Fig. 1: run 1, clock distribution
Scale: 10 px per um.
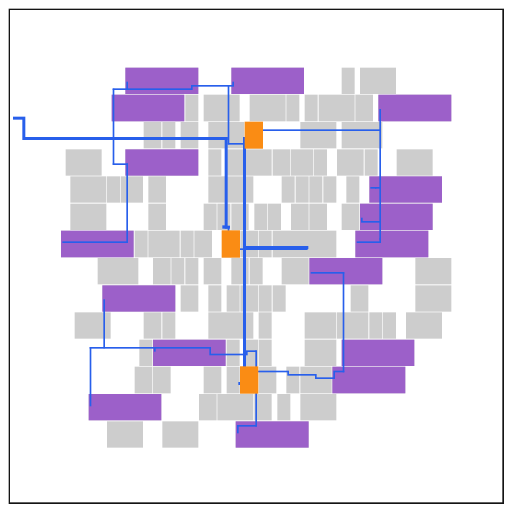
Fig. 2: run 1, clock wiring as the flow saved it
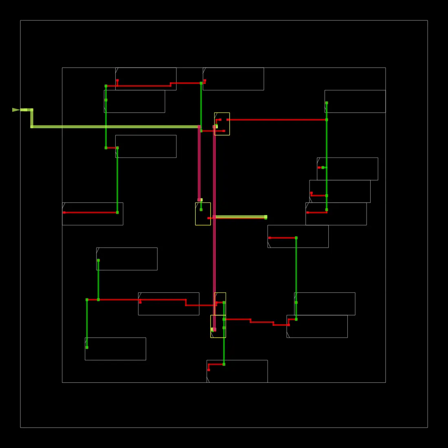
Fig. 3: run 1, selected gate families
Scale: 8 px per um.
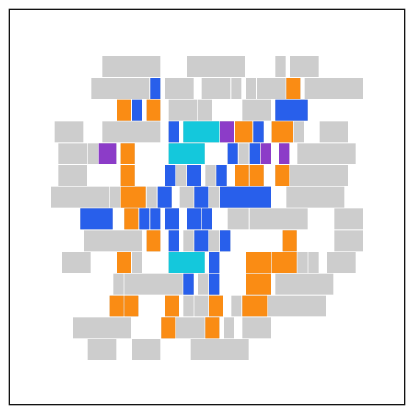
==> config.mk <==
export PLATFORM = sky130hd
export DESIGN_NAME = tdm_mux_flat
export DESIGN_NICKNAME = d
export VERILOG_FILES = /design/src/rtl/tdm_mux_if.sv /design/src/rtl/tdm_mux.sv /design/src/flat_wrapper.sv
export SDC_FILE = /design/constraint.sdc
export NUM_CORES = 1
export LEC_CHECK = 0
export ABC_AREA = 1
export CORE_MARGIN = 5
export CORE_UTILIZATION = 49
export CTS_BUF_LIST = sky130_fd_sc_hd__clkbuf_2
export DETAILED_ROUTE_END_ITERATION = 7
export HOLD_SLACK_MARGIN = 0.08
export PLACE_DENSITY = 0.8
export SYNTH_ARGS = -nofsm -noshare
export SYNTH_HDL_FRONTEND = slang
export SYNTH_SLANG_ARGS = --single-unit
==> constraint.sdc <==
create_clock -name clk -period 2.04 [get_ports clk]
set_input_delay 0.408 -clock clk [delete_from_list [all_inputs] [get_ports clk]]
set_output_delay 0.408 -clock clk [all_outputs]
set_load 0.005 [all_outputs]
==> run_results.csv, run 1 <==
group,metric,value,unit
run_status,status,"completed",
floorplanning,chipArea,0.00242,mm2
power_and_ir_drop,share_seq_of_total_power,55.8,%
cells_and_area,inverters,20,
cells_and_area,mostFrequentLayoutCells,"19 x inv_1, 18 x clkdlybuf4s50_1, 16 x nand2_1, 16 x dfxtp_1, 11 x a21oi_1",
cells_and_area,comb_area,334,um2
route,wl,1470,um
placement,dp.cells,128,
yosys,async_flop_share,0,%
cells_and_area,flop_area,320,um2
yosys,synth.top_cell.area_share,42.5,%
power_and_ir_drop,p_switching,0.182,mW
worst_setup_path,worstSetupPathDepth,1,
cells_and_area,bufAreaShareNonClock,19.6,%
clock_tree,cts_num_sinks,16,
yosys,top_cells_by_count,"19 x inv_1, 16 x dfxtp_1, 16 x nand2_1",
sta,period_used_share,82.0,%
placement,place_area,937,um2
sta,report.final.slew_viol_count,0,
yosys,synth_flops,16,
sta,tightestPinTransition,0.309,ns
worst_setup_path,cp-end-kind,"primary output",
power_and_ir_drop,switching_share,29.1,%
worst_setup_path,critPathKind,"register to primary output",
power_and_ir_drop,power,0.625,mW
power_and_ir_drop,internal-power,0.443,mW
grt,antenna_found_initial,0,
sta,post-route-min-period,1.67,ns
power_and_ir_drop,ir_drop,326,uV
yosys,synthTopCellsByArea,"dfxtp_1 42%, inv_1 9.5%, nand2_1 8.0%",
clock_tree,clk_path_buf_depth,2,
sta,max-slew-margin-rel,79.3,%
floorplanning,dieWidth,49.2,um
floorplanning,row_count,14,
cells_and_area,largest_class,"logic gates",
cells_and_area,largest_reg_flops,8,
cells_and_area,clk_share,1.96,%
clock_tree,htree_levels,1,
cells_and_area,drive_gt1_share,12.1,%
job,tool_warnings,27,
worst_setup_path,slowest_delay,0.53,ns
yosys,ys_warn_count,0,
power_and_ir_drop,top_power_group,"registers",
cells_and_area,fin_nets,132,
cells_and_area,final_area,956,um2
worst_setup_path,path_max_fanout,4,
cells_and_area,area_delta_synth_final,26.7,%
yosys,yosysTopAreaCell,"dfxtp_1",
grt,grt_max_degree,17,
yosys,syn_nets,110,
placement,gp_congestion,0.831,
grt,grt_pass1_vias,652,
worst_setup_path,crit_chain,"clkdlybuf4s50_1",
cells_and_area,fin_util,64.2,%
power_and_ir_drop,pwr-share-comb,21.1,%
hold_path,hold_path.class,"register to register",
power_and_ir_drop,p_per_area,654,mW/mm2
route,wl_per_cell,11.1,um
clock_tree,cts-root-buf,"clkbuf_2",
yosys,ys.flop_type,"dfxtp_1",
clock_tree,cts_tree,"done",
worst_setup_path,crit_family,"buffers and inverters",
yosys,synth_cell_types,19,
grt,grt_pass1_wl,2640,um
hold_path,whs_path_depth,2,
route,via_count,661,
yosys,synth-edff-count,0,
yosys,yosys-stat-area,754,um2
yosys,yosys.cell_count.top_type,"inv_1",
yosys,ys_seq_share,42.5,%
cells_and_area,n_all_buffers,19,
route,drc,0,
cells_and_area,fillers,128,
placement,pre_cts_slack,0.381,ns
clock_tree,hold_buffers,0,
yosys,syn_area,754,um2
placement,dpl.hpwl,1170,um
worst_setup_path,path_buffers,1,
sta,rsz0062_at_grt,"false",
grt,gr-total-overflow,0,
power_and_ir_drop,p_comb,0.132,mW
cells_and_area,final_common_cell,"inv_1",
power_and_ir_drop,p_leak,0.428,nW
sta,timing.final.ws_setup,0.367,ns
yosys,yosys_cells,95,
grt,grt_usage,13.8,%
worst_setup_path,start_kind,"register",
floorplanning,die.size.y,49.2,um
floorplanning,tap_cells,16,
power_and_ir_drop,seq-power,0.349,mW
route,vias_per_cell,5.01,
clock_tree,ctsResizeCount,0,
placement,io_buffers,18,
job,cap_violations,0,
worst_setup_path,critPathArrivalTime,1.27,ns
clock_tree,cts_setup_buffers,0,
floorplanning,io_pins,19,
worst_setup_path,worstRegToRegCells,7,
worst_setup_path,r2r_setup_slack,0.47,ns
route,drt_iter0_drc,18,
worst_setup_path,crit_required,1.63,ns
cells_and_area,seq_share,33.5,%
route,drtAntennaViolNets,0,
cells_and_area,diodes,0,
sta,whs,0.463,ns
sta,hold_viol_final,0,
clock_tree,clkTransAtPathRegs,0.15,ns
## Picture notes: Fig. 1
legend:
  orange:
    item: cells driving clock nets
    count: 3
  purple:
    item: flip-flops
    count: 16
  blue:
    item: clock wires
    length: 211 um
routed clock nets: 4
clock share of power: 23.2%
Clk power: 0.145 mW
Late-Pin Clk Latency: 0.30 ns
Worst Skew: 0.00860 ns

## Picture notes: Fig. 2
flop count: 16
Clock buffer cells: 3
CTS Buf Count: 3

## Picture notes: Fig. 3
legend:
  blue:
    family: NAND gates
    cells: 25
    where: middle
  cyan:
    family: adder and majority cells
    cells: 3
  purple:
    family: NOR gates
    cells: 4
  orange:
    family: inverting AOI/OAI gates
    cells: 25
combinational share of cell area: 34.9%
Non-Filler Instances: 132

-- run 1: kinds of logic (layout without fill, tap and decap cells) --
family                   Yosys count  after routing  synth area share [%]
flip-flops                        16             16                  42.5
adder cells (fa/ha/maj)            3              3                  4.98
AND-OR/OR-AND                     25             25                  19.6
AND/OR/NAND/NOR                   29             29                  19.7
buffers and inverters             22             43                  13.3
-- run 1: routing by layer --
| metal | vias up | global-route usage, % | part of all wire (%) | wire [um] |
|---|---|---|---|---|
| li1 | 348 | - | - | - |
| met1 | 290 | 16.8 | 44 | 649 |
| met2 | 18 | 21.5 | 47 | 685 |
| met3 | 5 | 3.36 | 6.9 | 101 |
| met4 | 0 | 8.07 | 2.2 | 33 |
| met5 | - | 0 | 0 | 0 |
Fig. 4: run 1, signal wires by layer
Scale: 6 px per um. Only two layers are drawn.
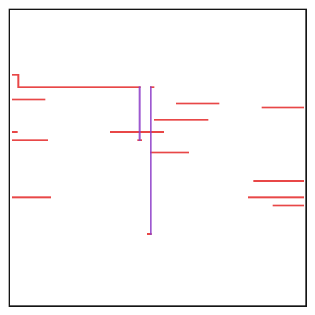

## Run 2: what changed since run 1
Settings changed: CORE_UTILIZATION 49 to 44, PLACE_DENSITY 0.8 to 0.76.
Clock period 2.04 ns to 1.4 ns, I/O delays scaled along.
Fig. 5: run 2, signal wires by layer
Scale: 6 px per um. Only two layers are drawn.
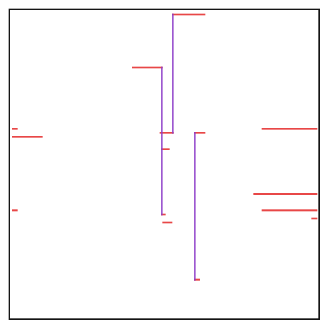
legend:
  purple:
    layer: met4
    wire_length: 68.7 um
  red:
    layer: met3
    wire_length: 52.4 um
via count: 711
WL/cell: 12.0 um
gr usage total: 13.6%
Routed WL: 1700 um

Fig. 6: run 2, clock distribution
Scale: 10 px per um.
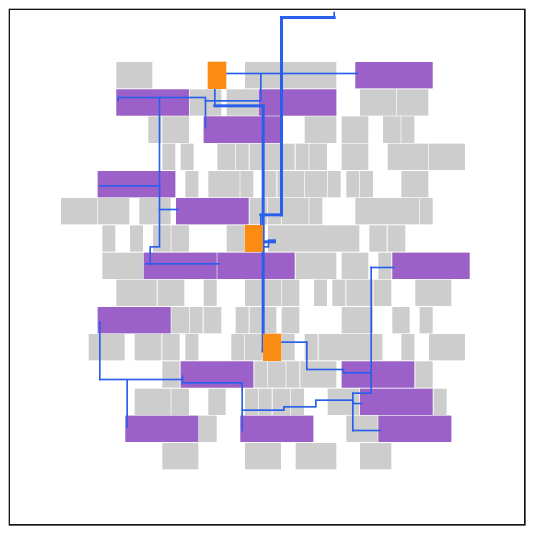
legend:
  purple:
    item: flip-flops
    count: 16
  blue:
    item: clock wires
    length: 213 um
  orange:
    item: cells driving clock nets
    count: 3
routed clock nets: 4
Clk power: 0.201 mW
Late-Pin Clk Latency: 0.29 ns
Worst Skew: 0.0141 ns

==> run_results.csv, run 2 <==
group,metric,value,unit
grt,grt_pass1_vias,688,
power_and_ir_drop,internal-power,0.664,mW
grt,grt_pass1_wl,2740,um
power_and_ir_drop,p_leak,0.502,nW
worst_setup_path,r2r_setup_slack,0.04,ns
power_and_ir_drop,share_seq_of_total_power,54.5,%
worst_setup_path,path_max_fanout,3,
cells_and_area,fillers,135,
power_and_ir_drop,power,0.938,mW
hold_path,whs_path_depth,2,
clock_tree,clkTransAtPathRegs,0.15,ns
floorplanning,row_count,15,
cells_and_area,seq_share,30.5,%
power_and_ir_drop,ir_drop,463,uV
cells_and_area,clk_share,1.40,%
yosys,yosys_cells,95,
placement,dpl.hpwl,1140,um
worst_setup_path,cp-end-kind,"register",
worst_setup_path,worstRegToRegCells,8,
run_status,status,"completed",
clock_tree,htree_levels,1,
route,vias_per_cell,5.01,
route,drtAntennaViolNets,0,
worst_setup_path,critPathKind,"register to register",
floorplanning,tap_cells,17,
placement,pre_cts_slack,-0.108,ns
yosys,synth_cell_types,19,
yosys,synthTopCellsByArea,"dfxtp_1 42%, inv_1 9.5%, nand2_1 8.0%",
yosys,simple_gate_share,19.7,%
sta,max-slew-margin-rel,81.0,%
cells_and_area,comb_share,36.2,%
yosys,ys_sh_xor,0,%
cells_and_area,drive_gt1_share,28.0,%
cells_and_area,diodes,0,
yosys,ys_seq_share,42.5,%
cells_and_area,area_delta_synth_final,42.5,%
route,wl_met3,52,um
yosys,ys_warn_count,0,
floorplanning,chipArea,0.00264,mm2
placement,dp.cells,134,
sta,whs,0.458,ns
grt,grt.met2_usage,22.7,%
route,drt_iter0_drc,11,
clock_tree,cts_inserted_buffers,3,
power_and_ir_drop,pwr-share-comb,24.1,%
power_and_ir_drop,p_per_area,873,mW/mm2
yosys,yosysTopAreaCell,"dfxtp_1",
cells_and_area,inverters,20,
yosys,synth.top_cell.area_share,42.5,%
cells_and_area,fin_nets,142,
grt,gr-total-overflow,0,
yosys,synth_flops,16,
yosys,syn_nets,110,
sta,hold_viol_final,0,
placement,place_area,977,um2
clock_tree,cts_tree,"done",
placement,gp_congestion,0.816,
power_and_ir_drop,seq-power,0.511,mW
route,met2_wirelength,827,um
worst_setup_path,start_kind,"register",
power_and_ir_drop,p_switching,0.275,mW
floorplanning,io_pins,19,
cells_and_area,final_area,0.00107,mm2
cells_and_area,comb_area,389,um2
sta,tightestPinTransition,0.285,ns
worst_setup_path,critPathArrivalTime,1.58,ns
grt,antenna_found_initial,0,
cells_and_area,layout.cells.non_filler,142,
route,highest_layer,"met4",
cells_and_area,largest_class,"logic gates",
worst_setup_path,crit_required,1.62,ns
cells_and_area,mostFrequentLayoutCells,"18 x inv_1, 15 x nand2_1, 11 x a21oi_1, 11 x clkdlybuf4s50_1, 10 x dfxtp_1",
cells_and_area,nClkBuffers,3,
power_and_ir_drop,top_power_group,"registers",
Fig. 7: run 2, pin map
Scale: 8 px per um. Pins as bars across the die edge, other pins in grey.
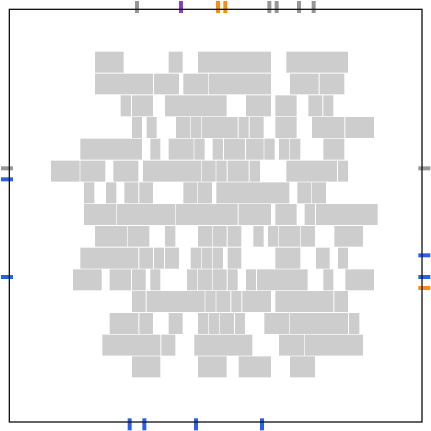
legend:
  orange:
    port: bus_sel
    pins: 3
    direction: output
    edge: 2 top, 1 right
  blue:
    port: bus_d
    pins: 8
    direction: input
    edge: 4 bottom, 2 left, 2 right
  purple:
    port: bus_done
    pins: 1
    direction: output
    edge: top
all pins by edge: 8 top, 4 right, 4 bottom, 3 left
Die Wd: 51.4 um
die height: 51.4 um
PortBufs: 18

run 2: cell counts after synthesis:
No cell type changed its count.
run 2: what timing repair did:
item                                   in CTS  in global routing
endpoints found under the hold margin       0                  0
cloned                                      1                  0
setup endpoints to repair                  16                 10
hold buffers                                0                  0
setup buffers                               3                  1
gates resized                              15                 10
pin swaps                                   1                  3
run 2: kinds of logic after synthesis:
kind of cell | count (synthesis)
and+or+nand+nor | 29
AOI/OAI and AO/OA | 25
buffers and inverters | 22
DFF | 16
adders and majority gates | 3
run 2: critical path, stage by stage, from the launching register on:
cell and delay (ns):
dfxtp_2 0.37, ha_4 0.17, ha_4 0.15, inv_2 0.07, nand2_4 0.07, buf_4 0.14
inv_1 0.07, nand3_1 0.08, a21oi_1 0.15
Power figures rest on the tool's default switching activity, not on a simulated workload.
